run_1/drive_strength.png
The bar under the picture is 50 um long.
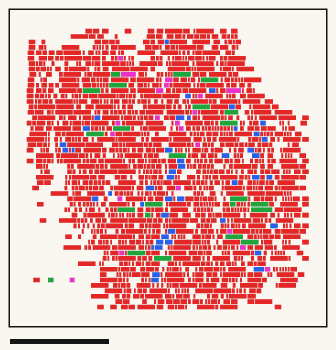
run_1/met3.png
The bar under the picture is 50 um long.
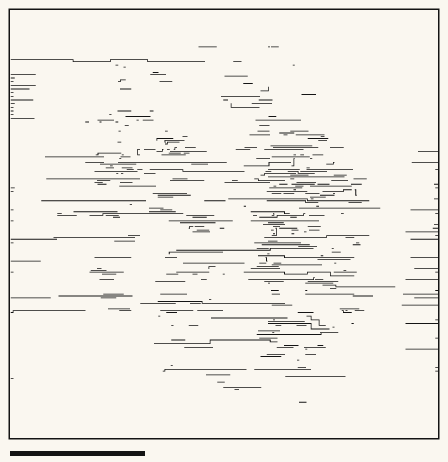
run_1/met4.png
Supply wires on this layer in gray. Cells faint in the background.
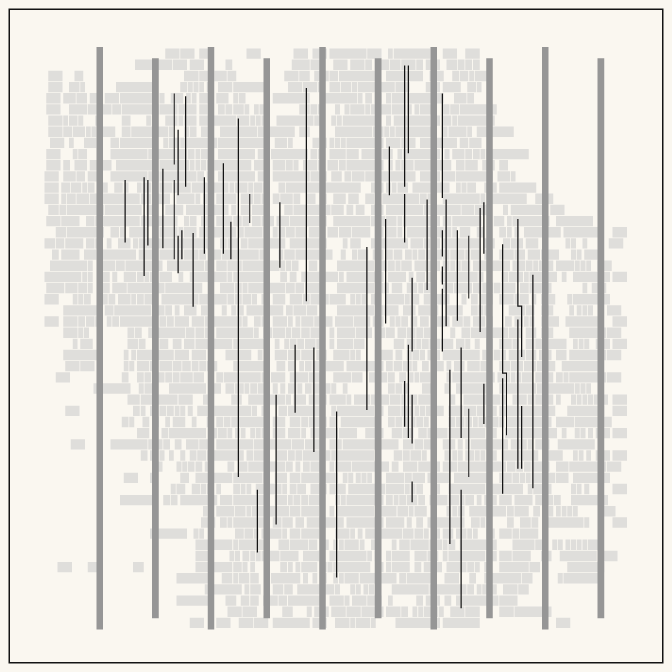
**config.mk**
```make
export PLATFORM = sky130hd
export DESIGN_NAME = ofm_write_addr_controller_3
export DESIGN_NICKNAME = d
export VERILOG_FILES = /design/src/rtl/ofm_write_addr_controller_3.sv
export SDC_FILE = /design/constraint.sdc
export NUM_CORES = 1
export LEC_CHECK = 0
export CORE_MARGIN = 8
export CORE_UTILIZATION = 59
export DETAILED_ROUTE_END_ITERATION = 6
export GPL_ROUTABILITY_DRIVEN = 0
export PLACE_DENSITY = 0.92
export SYNTH_ARGS = -nofsm -noshare
export SYNTH_HDL_FRONTEND = slang
export SYNTH_SLANG_ARGS = --single-unit
export TNS_END_PERCENT = 10
```
**constraint.sdc**
```tcl
create_clock -name clk -period 7.3 [get_ports clk]
set_clock_uncertainty 0.1 [all_clocks]
set_input_delay 1.825 -clock clk [delete_from_list [all_inputs] [get_ports clk]]
set_output_delay 1.825 -clock clk [all_outputs]
set_load 0.05 [all_outputs]
```
**src/rtl/ofm_write_addr_controller_3.sv**
```systemverilog
// OFM write-address generator: walks column tiles and output rows and issues one
// segment address per channel (two in 2x upsample mode) over a valid/ready handshake.
module ofm_write_addr_controller_3 #(
    parameter int SYSTOLIC_SIZE = 16,
    parameter int ADDR_W        = 18,
    parameter int DIM_W         = 9,
    parameter int STRIDE_W      = 16,
    parameter int TILE_W        = 14,
    localparam int CW           = $clog2(SYSTOLIC_SIZE) + 1,
    localparam int SW           = $clog2(2 * SYSTOLIC_SIZE) + 1
) (
    input  logic                clk,
    input  logic                rst,
    input  logic                start,
    input  logic [ADDR_W-1:0]   cfg_base_addr,
    input  logic [STRIDE_W-1:0] cfg_row_stride,
    input  logic [STRIDE_W-1:0] cfg_ch_stride,
    input  logic [DIM_W-1:0]    cfg_ofm_height,
    input  logic [TILE_W-1:0]   cfg_num_col_tiles,
    input  logic [CW-1:0]       cfg_last_seg,
    input  logic                cfg_upsample,
    input  logic                win_valid,
    input  logic [CW-1:0]       win_ch,
    output logic                win_ready,
    output logic                addr_valid,
    input  logic                addr_ready,
    output logic [ADDR_W-1:0]   addr,
    output logic [SW-1:0]       seg_len,
    output logic                busy,
    output logic                done
);

    localparam logic [CW-1:0]     S_CW = CW'(SYSTOLIC_SIZE);
    localparam logic [ADDR_W-1:0] S_A  = ADDR_W'(SYSTOLIC_SIZE);
    localparam logic [SW-1:0]     S_SW = SW'(SYSTOLIC_SIZE);

    typedef enum logic [2:0] {
        IDLE,
        WAIT_WIN,
        EMIT,
        ADVANCE,
        DONE
    } state_t;

    state_t              state;

    logic [ADDR_W-1:0]   rs_a;
    logic [ADDR_W-1:0]   cs_a;
    logic                up;
    logic [DIM_W-1:0]    h_m1;
    logic [TILE_W-1:0]   tiles_m1;
    logic [CW-1:0]       last_seg_q;

    logic [DIM_W-1:0]    r;
    logic [TILE_W-1:0]   ct;
    logic [ADDR_W-1:0]   col_base;
    logic [ADDR_W-1:0]   row_addr;
    logic [ADDR_W-1:0]   ch_addr;
    logic [CW-1:0]       ch_idx;
    logic [CW-1:0]       ch_last;
    logic                sub;

    logic [ADDR_W-1:0]   row_step;
    logic [ADDR_W-1:0]   tile_step;
    logic [ADDR_W-1:0]   next_col_base;
    logic [SW-1:0]       seg_base;
    logic [SW-1:0]       seg_next;
    logic                last_row;
    logic                last_tile;

    function automatic logic [CW-1:0] clamp_seg(input logic [CW-1:0] v);
        if (v == '0 || v > S_CW)
            return S_CW;
        return v;
    endfunction

    function automatic logic [CW-1:0] clamp_ch(input logic [CW-1:0] v);
        if (v == '0)
            return CW'(1);
        if (v > S_CW)
            return S_CW;
        return v;
    endfunction

    always_comb begin
        row_step      = up ? (rs_a << 1) : rs_a;
        tile_step     = up ? (S_A << 1) : S_A;
        next_col_base = col_base + tile_step;
        seg_base      = (ct < tiles_m1) ? S_SW : SW'(last_seg_q);
        seg_next      = up ? (seg_base << 1) : seg_base;
        last_row      = (r == h_m1);
        last_tile     = (ct == tiles_m1);
    end

    always_ff @(posedge clk or posedge rst) begin
        if (rst) begin
            state      <= IDLE;
            rs_a       <= '0;
            cs_a       <= '0;
            up         <= 1'b0;
            h_m1       <= '0;
            tiles_m1   <= '0;
            last_seg_q <= '0;
            r          <= '0;
            ct         <= '0;
            col_base   <= '0;
            row_addr   <= '0;
            ch_addr    <= '0;
            ch_idx     <= '0;
            ch_last    <= '0;
            sub        <= 1'b0;
            win_ready  <= 1'b0;
            addr_valid <= 1'b0;
            addr       <= '0;
            seg_len    <= '0;
            busy       <= 1'b0;
            done       <= 1'b0;
        end else begin
            case (state)
                IDLE: begin
                    if (start) begin
                        rs_a       <= ADDR_W'(cfg_row_stride);
                        cs_a       <= ADDR_W'(cfg_ch_stride);
                        up         <= cfg_upsample;
                        h_m1       <= (cfg_ofm_height == '0) ? '0 : cfg_ofm_height - DIM_W'(1);
                        tiles_m1   <= (cfg_num_col_tiles == '0) ? '0 : cfg_num_col_tiles - TILE_W'(1);
                        last_seg_q <= clamp_seg(cfg_last_seg);
                        r          <= '0;
                        ct         <= '0;
                        col_base   <= cfg_base_addr;
                        row_addr   <= cfg_base_addr;
                        busy       <= 1'b1;
                        win_ready  <= 1'b1;
                        state      <= WAIT_WIN;
                    end
                end

                WAIT_WIN: begin
                    if (win_valid) begin
                        ch_last    <= clamp_ch(win_ch) - CW'(1);
                        ch_idx     <= '0;
                        sub        <= 1'b0;
                        ch_addr    <= row_addr;
                        addr       <= row_addr;
                        seg_len    <= seg_next;
                        addr_valid <= 1'b1;
                        win_ready  <= 1'b0;
                        state      <= EMIT;
                    end
                end

                EMIT: begin
                    // ch_addr tracks row_addr + c*CS; the upsampled sub-row adds one RS on top
                    if (addr_ready) begin
                        if (up && !sub) begin
                            sub  <= 1'b1;
                            addr <= ch_addr + rs_a;
                        end else if (ch_idx != ch_last) begin
                            ch_idx  <= ch_idx + CW'(1);
                            sub     <= 1'b0;
                            ch_addr <= ch_addr + cs_a;
                            addr    <= ch_addr + cs_a;
                        end else begin
                            addr_valid <= 1'b0;
                            state      <= ADVANCE;
                        end
                    end
                end

                ADVANCE: begin
                    if (!last_row) begin
                        r        <= r + DIM_W'(1);
                        row_addr <= row_addr + row_step;
                    end else begin
                        r        <= '0;
                        ct       <= ct + TILE_W'(1);
                        col_base <= next_col_base;
                        row_addr <= next_col_base;
                    end
                    if (last_row && last_tile) begin
                        done  <= 1'b1;
                        state <= DONE;
                    end else begin
                        win_ready <= 1'b1;
                        state     <= WAIT_WIN;
                    end
                end

                DONE: begin
                    done  <= 1'b0;
                    busy  <= 1'b0;
                    state <= IDLE;
                end

                default: state <= IDLE;
            endcase
        end
    end

endmodule

```
==> qor.txt, run 1 <==
status = finished, final reports clean
Comb gates = 1134
synthesized instance count = 1419
Max clock buf depth = 2
unrepaired setup endpoints after global routing = no
met2 WL = 16.1 mm
most frequent cells in the layout = nand2_1 (289), dfrtp_1 (180), clkdlybuf4s50_1 (116), nor2_1 (98), a21oi_1 (91)
Setup crit end kind = register
worst slew pin tran = 1.22 ns
power in the clock group = 876 uW
Post-CTS Resized = 0
Area after DPL = 13300 um2
Hold Path End = col_base[3]$_DFFE_PP0P_
DRC viols = 0
mapped cell area = 12000 um2
most numerous logic cell after layout = nand2_1
hold_buf cts = 0
total power = 7.15 mW
Post-synth top flop = dfrtp_1
Static Leak = 6.24 nW
layout cells sized above 1 = 5.87%
Setup TNS = 0 ns
maxcap violations = 0
average size of a mapped cell = 8.49 um2
Back to the opening pictures, drive_strength.png:
[red] drive 1 or less | cells: 1426
[magenta] drive 3 to 4 | cells: 21
[blue] drive 2 | cells: 45
[green] drive 6 and up | cells: 23
Non-CTS buffers: 126
P&R area growth vs syn: 15.3%
final worst slack: 3.16 ns

Back to the opening pictures, met3.png:
nets with wire on the layer: 240
share of all routed wire: 8.3%
main direction: horizontal
wire length on this layer: 2750 um
WL final: 33.1 mm
via count: 11200
met3 Use GR: 5.25%

Back to the opening pictures, met4.png:
longest straight run: 87.0 um
main direction: vertical
share of all routed wire: 3.7%
wire length on this layer: 1240 um
nets with wire on the layer: 49

==> run 2, diff against run 1 <==
--- a/config.mk
+++ b/config.mk
@@ -6,10 +6,10 @@
 export NUM_CORES = 1
 export LEC_CHECK = 0
 export CORE_MARGIN = 8
-export CORE_UTILIZATION = 59
+export CORE_UTILIZATION = 53
 export DETAILED_ROUTE_END_ITERATION = 6
 export GPL_ROUTABILITY_DRIVEN = 0
-export PLACE_DENSITY = 0.92
+export PLACE_DENSITY = 0.88
 export SYNTH_ARGS = -nofsm -noshare
 export SYNTH_HDL_FRONTEND = slang
 export SYNTH_SLANG_ARGS = --single-unit
==> constraint.sdc (replaced) <==
create_clock -name clk -period 3.54 [get_ports clk]
set_clock_uncertainty 0.1 [all_clocks]
set_input_delay 0.885 -clock clk [delete_from_list [all_inputs] [get_ports clk]]
set_output_delay 0.885 -clock clk [all_outputs]
set_load 0.05 [all_outputs]
run_2/metal_stack.png
The bar under the picture is 50 um long.
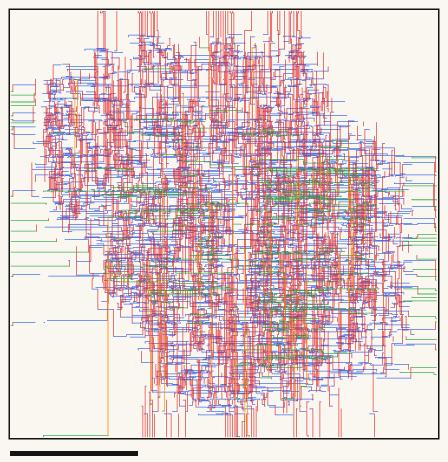
[red] met2 | wire length: 16000 um
[green] met3 | wire length: 2490 um
[blue] met1 | wire length: 13400 um
[orange] met4 | wire length: 1220 um

==> run 2 against run 1 <==
Compared with the run above: first-iteration DRC count is 28% lower; highest routed layer unchanged; utilization is 6.4 points lower; critical path depth is 2 higher; largest power group unchanged; power is 110% higher; final area is 1.6% higher; non-clock buffer count is 16 higher; area after synthesis stayed put; sequential cell count stayed put.
==> qor.txt, run 2 <==
Post-synth top flop = dfrtp_1
via count = 11200 (-0.74%)
FF/Latch Area = 4500 um2
WL final = 33.1 mm (about the same)
total tool warning count = 26
clock edge transition at the registers on the reported setup and hold paths = 0.07 ns
synthesized instance count = 1419 (unchanged)
total power = 15.0 mW (+110%)
layout cells sized above 1 = 6.99% (+1.1 points)
Routed wire per std cell = 18.2 um
mapped cell area = 12000 um2 (unchanged)
P&R area growth vs syn = 17.1%
Post-CTS Resized = 0 (unchanged)
Hold Path End = addr[5]$_DFFE_PP0P_
postcts setup bufs = 0
Area after DPL = 13500 um2 (+1.4%)
average size of a mapped cell = 8.49 um2 (unchanged)
Reg-to-Reg End = row_addr[17]$_DFFE_PP0P_
Fillers = 1769
initial DRC count = 982
Static Leak = 6.35 nW (+1.8%)
power in the clock group = 1.94 mW (+120%)
hold_buf cts = 0 (unchanged)
DRC viols = 0 (unchanged)
Largest stage delay, worst path = 0.77 ns
status = finished, final reports clean
register share after synthesis = 37.4%
Max clock buf depth = 2 (unchanged)
Comb area share = 50.3%
DRT Pass-1 Iters = 6
maxcap violations = 0 (unchanged)
Pre-Place Util = 53.5%
final worst slack = 0.235 ns (-2.92 ns)
most numerous logic cell after layout = nand2_1
met2 WL = 16.0 mm (-0.42%)
worst slew pin tran = 0.808 ns (-0.407 ns)
Comb gates = 1134 (unchanged)
met3 Use GR = 5.20% (-0.047 points)
Tmin final = 3.30 ns
most frequent cells in the layout = nand2_1 (289), dfrtp_1 (180), clkdlybuf4s50_1 (116), nor2_1 (98), a21oi_1 (91)
Non-CTS buffers = 142 (+13%)
Setup TNS = 0 ns (unchanged)
Setup crit end kind = register
==> run 3, diff against run 2 <==
--- a/config.mk
+++ b/config.mk
@@ -8,9 +8,7 @@
 export CORE_MARGIN = 8
 export CORE_UTILIZATION = 53
 export DETAILED_ROUTE_END_ITERATION = 6
-export GPL_ROUTABILITY_DRIVEN = 0
 export PLACE_DENSITY = 0.88
 export SYNTH_ARGS = -nofsm -noshare
 export SYNTH_HDL_FRONTEND = slang
 export SYNTH_SLANG_ARGS = --single-unit
-export TNS_END_PERCENT = 10
run_3/met4.png
Supply wires on this layer in gray. Cells faint in the background.
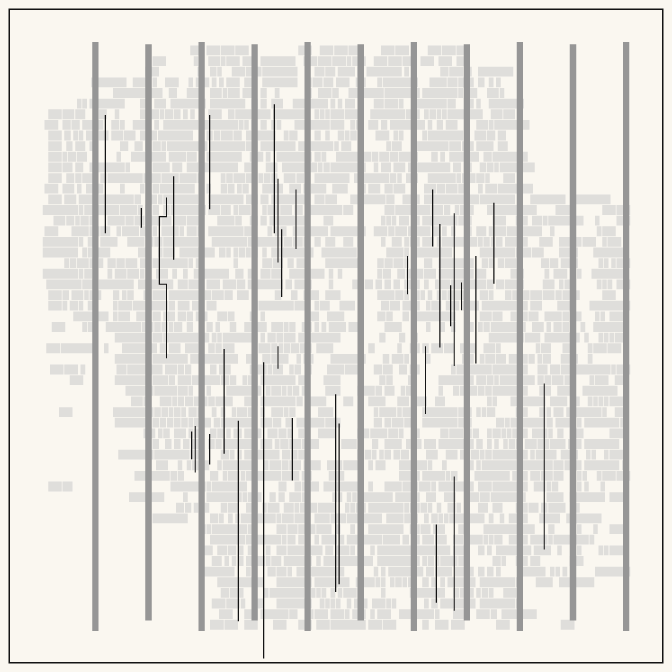
WL final: 33.0 mm
via count: 11000

==> run 3 against run 2 <==
Compared with the run above: register-to-register slack got worse by 0.07 ns; power decreased by 0.85%; largest power group unchanged; area after synthesis unchanged; utilization is 0.056 points lower.
==> qor.txt, run 3 <==
Area after DPL = 13500 um2 (-0.30%)
most numerous logic cell after layout = nand2_1
DRT Pass-1 Iters = 5 (-1)
Setup crit start kind = register
Largest stage delay, worst path = 0.77 ns (about the same)
Setup crit end kind = register
power density over the cells = 1050 nW/um2
power in the clock group = 1.98 mW (+2%)
average size of a mapped cell = 8.49 um2 (unchanged)
Pre-Place Util = 53.5% (unchanged)
Routed wire per std cell = 18.2 um (-0.39%)
met2 WL = 16.4 mm (+2.4%)
min-delay src = col_base[2]$_DFFE_PP0P_
register share after synthesis = 37.4% (unchanged)
P&R area growth vs syn = 17.0% (about the same)
Register-to-Register Path Depth = 9
Fillers = 1850 (+4.6%)
cell accounting for the most synthesized area = dfrtp_1
Ports = 117
Slew Limit Fails = 0
total power = 14.8 mW (-0.85%)
synthesized instance count = 1419 (unchanged)
worst slew pin tran = 0.909 ns (+0.101 ns)
Non-CTS buffers = 140 (-1.4%)
Reg-to-Reg End = row_addr[17]$_DFFE_PP0P_
Post-synth top flop = dfrtp_1
maxcap violations = 0 (unchanged)
Static Leak = 6.35 nW (about the same)
met3 Use GR = 4.23% (-0.97 points)
Comb gates = 1134 (unchanged)
initial DRC count = 796 (-19%)
Tmin final = 3.38 ns (+0.0736 ns)
Switching Share = 49.0%
status = finished, final reports clean
Comb area share = 50.3% (about the same)
postcts setup bufs = 0 (unchanged)
Signal buf overhead = 9.70%
final worst slack = 0.162 ns (-0.0736 ns)
Post-CTS Resized = 0 (unchanged)
DRC viols = 0 (unchanged)
total tool warning count = 26 (unchanged)
mapped cell area = 12000 um2 (unchanged)
layout cells sized above 1 = 6.93% (-0.061 points)
hold_buf cts = 0 (unchanged)
GRT busiest layer = met2
FF/Latch Area = 4500 um2 (unchanged)
multi-input logic area = 7090 um2
Setup TNS = 0 ns (unchanged)
clock edge transition at the registers on the reported setup and hold paths = 0.07 ns (about the same)
Hold Path End = col_base[2]$_DFFE_PP0P_
Power is estimated from default activity; no workload was simulated.
